### src/rtl/register_bus_arbiter.sv
// Round-robin arbiter sharing one register-block port between requesters A and B.
// Transactions are serialised: IDLE -> ISSUE -> (RD_WAIT for reads) -> IDLE.
module register_bus_arbiter #(
    parameter int ADDR_W     = 8,
    parameter int DATA_W     = 32,
    parameter int RD_LATENCY = 1
) (
    input  logic              ipClk,
    input  logic              ipReset,
    input  logic              ipA_Valid,
    input  logic              ipA_Write,
    input  logic [ADDR_W-1:0] ipA_Address,
    input  logic [DATA_W-1:0] ipA_WrData,
    output logic              opA_Ready,
    output logic [DATA_W-1:0] opA_RdData,
    output logic              opA_RdValid,
    input  logic              ipB_Valid,
    input  logic              ipB_Write,
    input  logic [ADDR_W-1:0] ipB_Address,
    input  logic [DATA_W-1:0] ipB_WrData,
    output logic              opB_Ready,
    output logic [DATA_W-1:0] opB_RdData,
    output logic              opB_RdValid,
    output logic [ADDR_W-1:0] opAddress,
    output logic [DATA_W-1:0] opWrData,
    output logic              opWrEnable,
    input  logic [DATA_W-1:0] ipRdData
);
    localparam logic [2:0] LAT = 3'(RD_LATENCY);

    typedef enum logic [1:0] {IDLE, ISSUE, RD_WAIT} state_t;

    state_t     state;
    logic       lastGrantB;
    logic       ownerB;
    logic       isWrite;
    logic [2:0] waitCnt;
    logic       grantA;
    logic       grantB;

    // On a tie the requester that was not served last wins.
    assign grantA    = ipA_Valid & (~ipB_Valid | lastGrantB);
    assign grantB    = ipB_Valid & (~ipA_Valid | ~lastGrantB);
    assign opA_Ready = (state == IDLE) & grantA;
    assign opB_Ready = (state == IDLE) & grantB;

    always_ff @(posedge ipClk or negedge ipReset) begin
        if (!ipReset) begin
            state       <= IDLE;
            lastGrantB  <= 1'b1;
            ownerB      <= 1'b0;
            isWrite     <= 1'b0;
            waitCnt     <= '0;
            opAddress   <= '0;
            opWrData    <= '0;
            opWrEnable  <= 1'b0;
            opA_RdData  <= '0;
            opA_RdValid <= 1'b0;
            opB_RdData  <= '0;
            opB_RdValid <= 1'b0;
        end else begin
            opWrEnable  <= 1'b0;
            opA_RdValid <= 1'b0;
            opB_RdValid <= 1'b0;
            case (state)
                IDLE: begin
                    // Bus registers are loaded at acceptance so they are valid throughout ISSUE.
                    if (opA_Ready || opB_Ready) begin
                        ownerB     <= opB_Ready;
                        lastGrantB <= opB_Ready;
                        isWrite    <= opB_Ready ? ipB_Write   : ipA_Write;
                        opAddress  <= opB_Ready ? ipB_Address : ipA_Address;
                        opWrData   <= opB_Ready ? ipB_WrData  : ipA_WrData;
                        opWrEnable <= opB_Ready ? ipB_Write   : ipA_Write;
                        state      <= ISSUE;
                    end
                end
                ISSUE: begin
                    if (isWrite) begin
                        state <= IDLE;
                    end else begin
                        waitCnt <= LAT;
                        state   <= RD_WAIT;
                    end
                end
                RD_WAIT: begin
                    if (waitCnt <= 3'd1) begin
                        if (ownerB) begin
                            opB_RdData  <= ipRdData;
                            opB_RdValid <= 1'b1;
                        end else begin
                            opA_RdData  <= ipRdData;
                            opA_RdValid <= 1'b1;
                        end
                        state <= IDLE;
                    end else begin
                        waitCnt <= waitCnt - 3'd1;
                    end
                end
                default: state <= IDLE;
            endcase
        end
    end
endmodule

### config.mk
export PLATFORM = sky130hd
export DESIGN_NAME = register_bus_arbiter
export DESIGN_NICKNAME = d
export VERILOG_FILES = /design/src/rtl/register_bus_arbiter.sv
export SDC_FILE = /design/constraint.sdc
export NUM_CORES = 1
export LEC_CHECK = 0
export CAP_MARGIN = 10
export CELL_PAD_IN_SITES_DETAIL_PLACEMENT = 2
export CELL_PAD_IN_SITES_GLOBAL_PLACEMENT = 2
export CORE_ASPECT_RATIO = 1.5
export CORE_MARGIN = 5
export CORE_UTILIZATION = 43
export DETAILED_ROUTE_END_ITERATION = 12
export DONT_BUFFER_PORTS = 1
export GPL_ROUTABILITY_DRIVEN = 0
export PLACE_DENSITY_LB_ADDON = 0.1
export REMOVE_ABC_BUFFERS = 1
export SLEW_MARGIN = 20
export SYNTH_ARGS = -nofsm -noshare
export SYNTH_HDL_FRONTEND = slang
export SYNTH_SLANG_ARGS = --single-unit
### constraint.sdc
create_clock -name ipClk -period 5.1 [get_ports ipClk]
set_input_delay 0.765 -clock ipClk [delete_from_list [all_inputs] [get_ports ipClk]]
set_output_delay 0.765 -clock ipClk [all_outputs]
set_load 0.03 [all_outputs]
placement.png
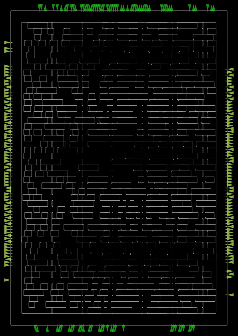
Layout Utilization: 48.76%
Non-Filler Instances: 537

io_fan.png
Scale: 2 px per um.
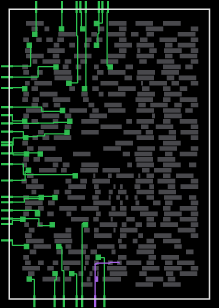
port	colour	direction	end cells	wire
ipA_WrData	green	input	32	655 um
opB_Ready	purple	output	1	31.0 um
number of port buffers: 0
Top Ports: 227

layer_met1.png
Scale: 3 px per um. Supply wires on this layer in grey.
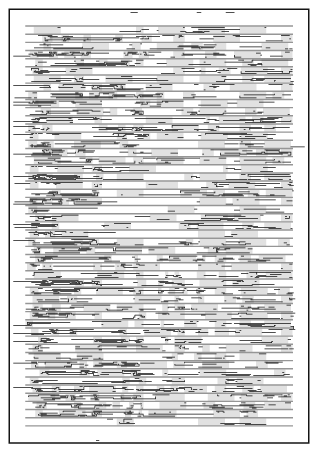
nets with wire on the layer	453
share of all routed wire	37%
total wire length: 14570 um
GRT met1 Usage: 22.04%

cell_density.png
Scale: 2 px per um. 10 x 14 tiles, from dark blue (low) to red (high), 0 to 100% covered.
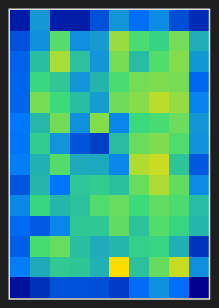
mean over tiles	39%
fullest tile	75%
nearly empty tiles	0.70%

==> results.json <==
{
  "power-top-group": "sequential cells",
  "yosys_warnings": 0,
  "cap_violations": 0,
  "clk_latency_ns": 0.40,
  "status": "completed",
  "p_clk_w": 0.00112,
  "p_int_w": 0.002658,
  "cts_tree": "yes",
  "cp_num_buf_inv": 2,
  "start_kind": "flip-flop",
  "slowest_stage": "dfrtp_1",
  "finalWorstSetupSlack_ns": 2.450,
  "ys.flops": 115,
  "clock_sinks": 115,
  "cp.depth": 4,
  "cts_inserted_buffers": 17,
  "synthCells": 378,
  "syn_to_final_growth_pct": 12.55,
  "place_inst": 500,
  "rr_startpoint": "waitCnt[1]$_DFFE_PN0P_",
  "swShare_pct": 46.16,
  "critPathArrivalTime_ns": 1.89,
  "max_freq_mhz": 377.3,
  "ff_type": "dfrtp_1",
  "grt_usage_pct": 20.30,
  "layout-drive-gt1-share_pct": 29.29,
  "cp.required_ns": 4.34,
  "crit_path_end_kind": "output port",
  "p_sw_w": 0.002279,
  "p_seq_share_pct": 53.1,
  "dieHeight_um": 144.1,
  "critPathLaunch": "state[0]$_DFFE_PN0P_",
  "viasPerCell": 6.196,
  "clk_pin_slew_ns": 0.06,
  "relSlewSlack_pct": 38.41,
  "drcViolationCount": 0,
  "warnings": 29,
  "hp-class": "in -> async",
  "core-area_um2": 11890,
  "async_reset_ff_share_pct": 100.0,
  "synth_top_area_share_pct": 55.37,
  "cp-endpoint": "opA_Ready",
  "grt_pass1_wl_um": 22490,
  "comb-power_w": 0.00119
}
placed cells by master (no fill, tap or decap), types with 3 or more instances in the layout:
| cell type | count |
|---|---|
| dfrtp_1 | 114 |
| mux2_2 | 63 |
| nor3b_1 | 41 |
| and4_1 | 41 |
| a221o_1 | 41 |
| clkbuf_16 | 17 |
| inv_1 | 6 |
| diode_2 | 5 |
| buf_4 | 5 |
| o21ai_0 | 4 |
| clkinvlp_4 | 4 |
| clkinv_4 | 4 |
| nand2_1 | 3 |
| a21o_1 | 3 |
| nor2b_1 | 3 |
| inv_6 | 3 |
routing by layer:
layer,vias to the layer above,track usage [%],wire [um]
li1,1433,-,-
met5,-,0,0
met4,0,6.475,208
met3,16,11.29,1733
met2,175,33.78,7259
met1,1703,22.04,5370
kinds of logic (layout without fill, tap and decap cells):
kind of cell	Yosys count	count (layout)	share of synthesized area [%]
multiplexers	64	64	13.99
flip-flops	115	115	55.88
AND-OR/OR-AND	55	55	9.956
buffers and inverters	43	44	4.371
AND/OR/NAND/NOR	99	99	15.32
other	0	5	0
adder cells (fa/ha/maj)	2	2	0.4856
area by class of cell:
type / instances / area (um2)
fill: 1140 / 6095
sequential: 115 / 2879
multi-input combinational: 220 / 2058
clock buffer: 18 / 439.2
tap: 153 / 191.4
clock inverter: 14 / 131.4
timing repair buffer: 6 / 65.06
inverter: 6 / 22.52
antenna: 5 / 12.51
per-stage QoR:
stage,total power [W],hold WS (ns),area [um2]
after CTS,0.005010,0.02992,5787
after detailed placement,0.003854,0.4723,5216
final,0.004936,0.04908,5799
after global placement,0.003731,0.4721,5189
after floorplan,0.003375,0.4694,4950
after global routing,0.005188,0.02194,5797
Power and IR drop assume default switching activity.
